**src/rtl/coll_pkg.sv**
```systemverilog
// Shared definitions for the collection sequencer.
// - State encoding for the sequencer FSM, as 3-bit constants and a typed enum.
// - Default channel count and DRAIN timeout, with the matching timeout counter width.
// - Index-width helper that stays legal for a single-channel build.
package coll_pkg;

    localparam logic [2:0] ST_IDLE   = 3'd0;
    localparam logic [2:0] ST_CLEAR  = 3'd1;
    localparam logic [2:0] ST_WINDOW = 3'd2;
    localparam logic [2:0] ST_DRAIN  = 3'd3;
    localparam logic [2:0] ST_LATCH  = 3'd4;
    localparam logic [2:0] ST_DONE   = 3'd5;

    typedef enum logic [2:0] {
        S_IDLE   = ST_IDLE,
        S_CLEAR  = ST_CLEAR,
        S_WINDOW = ST_WINDOW,
        S_DRAIN  = ST_DRAIN,
        S_LATCH  = ST_LATCH,
        S_DONE   = ST_DONE
    } coll_state_e;

    localparam int NUM_CH_DEF  = 3;
    localparam int TMO_CYC_DEF = 1024;
    localparam int TMO_W       = $clog2(TMO_CYC_DEF);

    // Width of a channel index; at least one bit even when only one channel exists.
    function automatic int idx_width(input int n);
        return (n > 1) ? $clog2(n) : 1;
    endfunction

endpackage

```
**src/rtl/coll_window_timer.sv**
```systemverilog
// Loadable down-counter with zero detect.
// Ports:
//   FCLK_CLK1  clock, rising edge
//   rst        asynchronous reset, active high (count -> 0)
//   load       load load_val this cycle (takes priority over dec)
//   load_val   value to load
//   dec        decrement by one; saturates at zero
//   zero       high while the count is zero (decoded from the count register)
module coll_window_timer #(
    parameter int W = 16
) (
    input  logic         FCLK_CLK1,
    input  logic         rst,
    input  logic         load,
    input  logic [W-1:0] load_val,
    input  logic         dec,
    output logic         zero
);

    localparam logic [W-1:0] CNT_ZERO = {W{1'b0}};
    localparam logic [W-1:0] CNT_ONE  = W'(1'b1);

    logic [W-1:0] count_r;

    // Counter register: load wins over decrement, decrement stops at zero.
    always_ff @(posedge FCLK_CLK1 or posedge rst) begin
        if (rst) begin
            count_r <= CNT_ZERO;
        end else if (load) begin
            count_r <= load_val;
        end else if (dec && (count_r != CNT_ZERO)) begin
            count_r <= count_r - CNT_ONE;
        end else begin
            count_r <= count_r;
        end
    end

    assign zero = (count_r == CNT_ZERO);

endmodule

```
**src/rtl/coll_sequencer.sv**
```systemverilog
// Sequences collection runs over NUM_CH max-count collector channels, one at a time.
// For each channel: clear pulse, enable window of max(win_len,1) cycles, wait for
// done (or timeout), then latch that channel's results onto the flat result buses.
// Ports:
//   FCLK_CLK1    clock, rising edge
//   rst          asynchronous reset, active high
//   start_coll   run request (level); held high gives back-to-back runs
//   win_len      window length in cycles, sampled in CLEAR; 0 behaves as 1
//   ch_done      per-channel done; only the selected channel is honoured, only in DRAIN
//   max_data_in  MaxCountData per channel, channel i at [i*DATA_ZISE +: DATA_ZISE]
//   max_cnt_in   MaxCount per channel, channel i at [i*LENGTH_ADD +: LENGTH_ADD]
//   ch_clr       one-hot 1-cycle clear pulse
//   ch_en        one-hot collection enable
//   res_data     latched MaxCountData per channel
//   res_cnt      latched MaxCount per channel
//   tmo_flags    channel timed out in the current/last run
//   busy         high whenever the FSM is not idle
//   run_done     1-cycle pulse at the end of every run
//   run_count    completed runs, wraps 255 -> 0
module coll_sequencer
    import coll_pkg::*;
#(
    parameter int DATA_ZISE  = 4,
    parameter int LENGTH_ADD = 5,
    parameter int NUM_CH     = NUM_CH_DEF,
    parameter int WIN_W      = 16,
    parameter int TMO_CYC    = TMO_CYC_DEF
) (
    input  logic                         FCLK_CLK1,
    input  logic                         rst,
    input  logic                         start_coll,
    input  logic [WIN_W-1:0]             win_len,
    input  logic [NUM_CH-1:0]            ch_done,
    input  logic [NUM_CH*DATA_ZISE-1:0]  max_data_in,
    input  logic [NUM_CH*LENGTH_ADD-1:0] max_cnt_in,
    output logic [NUM_CH-1:0]            ch_clr,
    output logic [NUM_CH-1:0]            ch_en,
    output logic [NUM_CH*DATA_ZISE-1:0]  res_data,
    output logic [NUM_CH*LENGTH_ADD-1:0] res_cnt,
    output logic [NUM_CH-1:0]            tmo_flags,
    output logic                         busy,
    output logic                         run_done,
    output logic [7:0]                   run_count
);

    localparam int TMO_CW = $clog2(TMO_CYC);
    localparam int IDX_W  = idx_width(NUM_CH);

    localparam logic [TMO_CW-1:0]          TMO_LOAD  = TMO_CW'(TMO_CYC - 1);
    localparam logic [IDX_W-1:0]           IDX_ZERO  = {IDX_W{1'b0}};
    localparam logic [IDX_W-1:0]           IDX_ONE   = IDX_W'(1'b1);
    localparam logic [IDX_W-1:0]           LAST_IDX  = IDX_W'(NUM_CH - 1);
    localparam logic [NUM_CH-1:0]          CH_ZERO   = {NUM_CH{1'b0}};
    localparam logic [NUM_CH-1:0]          ONE_HOT0  = NUM_CH'(1'b1);
    localparam logic [WIN_W-1:0]           WIN_ZERO  = {WIN_W{1'b0}};
    localparam logic [WIN_W-1:0]           WIN_ONE   = WIN_W'(1'b1);
    localparam logic [DATA_ZISE-1:0]       DATA_ZERO = {DATA_ZISE{1'b0}};
    localparam logic [LENGTH_ADD-1:0]      CNT_ZERO  = {LENGTH_ADD{1'b0}};

    coll_state_e                  state_r;
    logic [IDX_W-1:0]             idx_r;
    logic [NUM_CH-1:0]            ch_clr_r;
    logic [NUM_CH-1:0]            ch_en_r;
    logic [NUM_CH*DATA_ZISE-1:0]  res_data_r;
    logic [NUM_CH*LENGTH_ADD-1:0] res_cnt_r;
    logic [NUM_CH-1:0]            tmo_flags_r;
    logic                         busy_r;
    logic                         run_done_r;
    logic [7:0]                   run_count_r;

    logic [WIN_W-1:0]             win_load_val_s;
    logic                         win_zero_s;
    logic                         tmo_zero_s;
    logic                         done_sel_s;

    // The window counter runs from max(win_len,1)-1 down to 0, one WINDOW cycle per count.
    assign win_load_val_s = (win_len == WIN_ZERO) ? WIN_ZERO : (win_len - WIN_ONE);
    assign done_sel_s     = ch_done[idx_r];

    coll_window_timer #(.W(WIN_W)) u_win_timer (
        .FCLK_CLK1 (FCLK_CLK1),
        .rst       (rst),
        .load      (state_r == S_CLEAR),
        .load_val  (win_load_val_s),
        .dec       (state_r == S_WINDOW),
        .zero      (win_zero_s)
    );

    // Timeout counter is held at TMO_CYC-1 throughout WINDOW so DRAIN starts fully armed;
    // reaching zero in DRAIN marks the TMO_CYC-th DRAIN cycle.
    coll_window_timer #(.W(TMO_CW)) u_tmo_timer (
        .FCLK_CLK1 (FCLK_CLK1),
        .rst       (rst),
        .load      (state_r == S_WINDOW),
        .load_val  (TMO_LOAD),
        .dec       (state_r == S_DRAIN),
        .zero      (tmo_zero_s)
    );

    // Sequencer FSM with its index, flag, result and status registers.
    always_ff @(posedge FCLK_CLK1 or posedge rst) begin
        if (rst) begin
            state_r     <= S_IDLE;
            idx_r       <= IDX_ZERO;
            ch_clr_r    <= CH_ZERO;
            ch_en_r     <= CH_ZERO;
            res_data_r  <= {(NUM_CH*DATA_ZISE){1'b0}};
            res_cnt_r   <= {(NUM_CH*LENGTH_ADD){1'b0}};
            tmo_flags_r <= CH_ZERO;
            busy_r      <= 1'b0;
            run_done_r  <= 1'b0;
            run_count_r <= 8'd0;
        end else begin
            case (state_r)
                S_IDLE: begin
                    run_done_r <= 1'b0;
                    if (start_coll) begin
                        state_r     <= S_CLEAR;
                        idx_r       <= IDX_ZERO;
                        tmo_flags_r <= CH_ZERO;
                        ch_clr_r    <= ONE_HOT0;
                        busy_r      <= 1'b1;
                    end else begin
                        state_r     <= S_IDLE;
                        busy_r      <= 1'b0;
                    end
                end
                S_CLEAR: begin
                    ch_clr_r <= CH_ZERO;
                    ch_en_r  <= ONE_HOT0 << idx_r;
                    state_r  <= S_WINDOW;
                end
                S_WINDOW: begin
                    if (win_zero_s) begin
                        ch_en_r <= CH_ZERO;
                        state_r <= S_DRAIN;
                    end else begin
                        state_r <= S_WINDOW;
                    end
                end
                S_DRAIN: begin
                    // A done arriving on the timeout cycle still counts as a clean finish.
                    if (done_sel_s) begin
                        state_r <= S_LATCH;
                    end else if (tmo_zero_s) begin
                        tmo_flags_r[idx_r] <= 1'b1;
                        state_r            <= S_LATCH;
                    end else begin
                        state_r <= S_DRAIN;
                    end
                end
                S_LATCH: begin
                    if (tmo_flags_r[idx_r]) begin
                        res_data_r[idx_r*DATA_ZISE +: DATA_ZISE]  <= DATA_ZERO;
                        res_cnt_r[idx_r*LENGTH_ADD +: LENGTH_ADD] <= CNT_ZERO;
                    end else begin
                        res_data_r[idx_r*DATA_ZISE +: DATA_ZISE]  <= max_data_in[idx_r*DATA_ZISE +: DATA_ZISE];
                        res_cnt_r[idx_r*LENGTH_ADD +: LENGTH_ADD] <= max_cnt_in[idx_r*LENGTH_ADD +: LENGTH_ADD];
                    end
                    if (idx_r == LAST_IDX) begin
                        state_r     <= S_DONE;
                        run_done_r  <= 1'b1;
                        run_count_r <= run_count_r + 8'd1;
                    end else begin
                        idx_r    <= idx_r + IDX_ONE;
                        ch_clr_r <= ONE_HOT0 << (idx_r + IDX_ONE);
                        state_r  <= S_CLEAR;
                    end
                end
                S_DONE: begin
                    run_done_r <= 1'b0;
                    // Continuous mode: go straight into the next run without an idle cycle.
                    if (start_coll) begin
                        state_r     <= S_CLEAR;
                        idx_r       <= IDX_ZERO;
                        tmo_flags_r <= CH_ZERO;
                        ch_clr_r    <= ONE_HOT0;
                    end else begin
                        state_r     <= S_IDLE;
                        busy_r      <= 1'b0;
                    end
                end
                default: begin
                    state_r    <= S_IDLE;
                    idx_r      <= IDX_ZERO;
                    ch_clr_r   <= CH_ZERO;
                    ch_en_r    <= CH_ZERO;
                    busy_r     <= 1'b0;
                    run_done_r <= 1'b0;
                end
            endcase
        end
    end

    assign ch_clr    = ch_clr_r;
    assign ch_en     = ch_en_r;
    assign res_data  = res_data_r;
    assign res_cnt   = res_cnt_r;
    assign tmo_flags = tmo_flags_r;
    assign busy      = busy_r;
    assign run_done  = run_done_r;
    assign run_count = run_count_r;

endmodule

```
**config.mk**
```make
export PLATFORM = sky130hd
export DESIGN_NAME = coll_sequencer
export DESIGN_NICKNAME = d
export VERILOG_FILES = /design/src/rtl/coll_pkg.sv /design/src/rtl/coll_window_timer.sv /design/src/rtl/coll_sequencer.sv
export SDC_FILE = /design/constraint.sdc
export NUM_CORES = 1
export LEC_CHECK = 0
export CORE_UTILIZATION = 45
export CTS_BUF_LIST = sky130_fd_sc_hd__clkbuf_2
export DETAILED_ROUTE_END_ITERATION = 10
export GPL_TIMING_DRIVEN = 1
export MAX_ROUTING_LAYER = met4
export PLACE_DENSITY = 0.77
export SYNTH_ARGS = -nofsm -noshare
export SYNTH_HDL_FRONTEND = slang
export SYNTH_HIERARCHICAL = 1
export SYNTH_SLANG_ARGS = --single-unit
export TNS_END_PERCENT = 20
```
**constraint.sdc**
```tcl
create_clock -name FCLK_CLK1 -period 4.1 [get_ports FCLK_CLK1]
set_input_delay 0.615 -clock FCLK_CLK1 [delete_from_list [all_inputs] [get_ports FCLK_CLK1]]
set_output_delay 0.615 -clock FCLK_CLK1 [all_outputs]
set_load 0.01 [all_outputs]
```
==> images/clock_nets.png <==
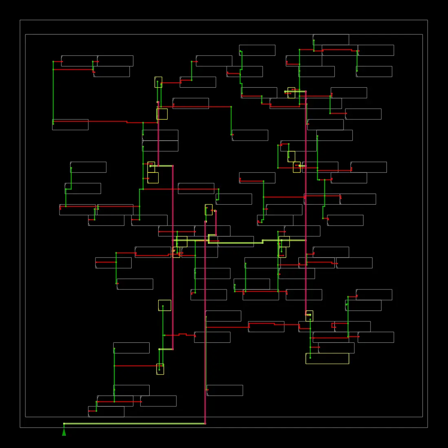
P_clk: 0.000429 W
# clk buffers: 9
Num CTS Buffers: 9
final clock skew: 0.0271 ns

==> images/class_map.png <==
Bar = 20 microns. Fill, decap, tap and diode cells in gray.
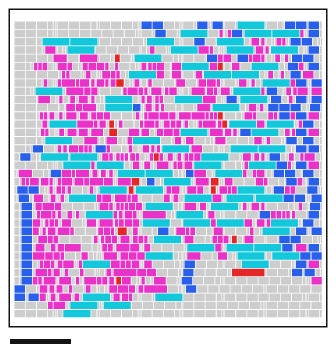
legend:
  remaining buffers and delay cells:
    color: blue
    cells: 97
    share_of_their_area: 17%
  clock drivers and dummy loads:
    color: red
    cells: 16
    share_of_their_area: 2.1%
  registers:
    color: cyan
    cells: 77
    share_of_their_area: 34%
  remaining logic cells:
    color: magenta
    cells: 424
    share_of_their_area: 47%

==> images/gates.png <==
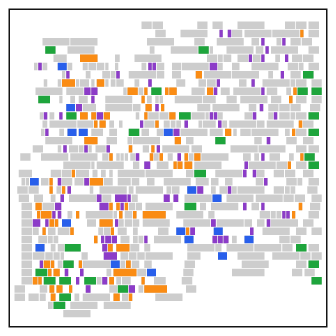
legend:
  nor cells:
    color: orange
    cells: 85
  nand cells:
    color: purple
    cells: 94
  xor and xnor cells:
    color: blue
    cells: 17
  mux cells:
    color: green
    cells: 29
    where: spread over the die

==> images/m2.png <==
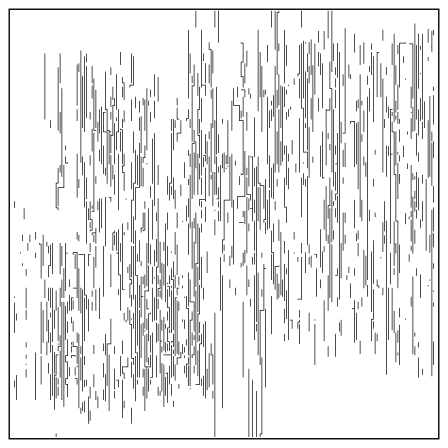
longest straight run: 60.2 microns
main direction: vertical
share of all routed wire: 49%
DR vias: 4226
Global Route met2 Usage: 0.381

==> metrics.cfg <==
[synthesis]
ys_top_logic_family=simple AND/OR/NAND/NOR gates
yosysUniqueCellTypes=75
edf_count=0

[route]
wl_met1_mm=5.13
wl_mm=11.7
dr_wl_met2_mm=5.72

[layout]
fin_util=0.592
seq_area_frac=0.327
final_area_sq_um=5890
diodes=1

[global_routing]
grt_pass1_vias=4070
grt_overflow=0

[outcome]
status=finished, final reports clean

[power_and_ir_drop]
top_power_group=combinational cells
netSwitchingFraction=0.434
intPower_w=0.00180

[placed_design]
hpwl_mm=8.67

[sta]
tightest_slew_ns=1.05
hold_violations=0

[floorplanning]
placementRows=36

[sequential cells by signal (all words and copies together) (netlist names), 2 cells and up]
register	cells
u_win_timer/count_r	16
run_count	8
ch_en	3
u_tmo_timer/count_r	10
state_r	3
ch_clr	3
res_cnt	15
tmo_flags	3
res_data	12
idx_r	2
[cells in the mapped netlist (all sizes together), types with 2 or more instances]
| cell type | number | area, sq um |
|---|---|---|
| dfrtp | 77 | 1930 |
| nor4 | 9 | 114 |
| mux2 | 11 | 128 |
| or3b | 2 | 17.5 |
| nor2 | 47 | 176 |
| a211o | 2 | 17.5 |
| a31oi | 5 | 31.3 |
| o2bb2ai | 2 | 17.5 |
| and3 | 5 | 31.3 |
| xnor2 | 10 | 87.6 |
| nand3 | 12 | 60.1 |
| a221o | 3 | 30.0 |
| nand2 | 66 | 248 |
| or3 | 9 | 62.6 |
| nor3 | 12 | 76.3 |
| clkbuf | 18 | 67.6 |
| o211ai | 3 | 27.5 |
| a22o | 3 | 26.3 |
| buf | 4 | 30.0 |
| mux2i | 18 | 180 |
| a21oi | 24 | 120 |
| inv | 22 | 82.6 |
| nand4 | 7 | 50.1 |
| nor3b | 7 | 67.6 |
| nand3b | 2 | 15.0 |
| nor2b | 10 | 62.6 |
| o311ai | 3 | 26.3 |
| or4 | 11 | 97.6 |
| a22oi | 2 | 15.0 |
| o22ai | 2 | 12.5 |
| xor2 | 7 | 61.3 |
| o21ai | 37 | 185 |
| o2111ai | 3 | 32.5 |
| ha | 11 | 138 |
| o31ai | 23 | 173 |
| nand2b | 5 | 31.3 |
[worst max-delay path, stage by stage (launching register included)]
cell,delay (ns)
dfrtp_1,0.69
inv_1,0.16
nor3_2,0.18
buf_4,0.30
nor3b_2,0.35
nand3_1,0.20
or4_1,0.46
a31oi_1,0.17
Power figures rest on the tool's default switching activity, not on a simulated workload.
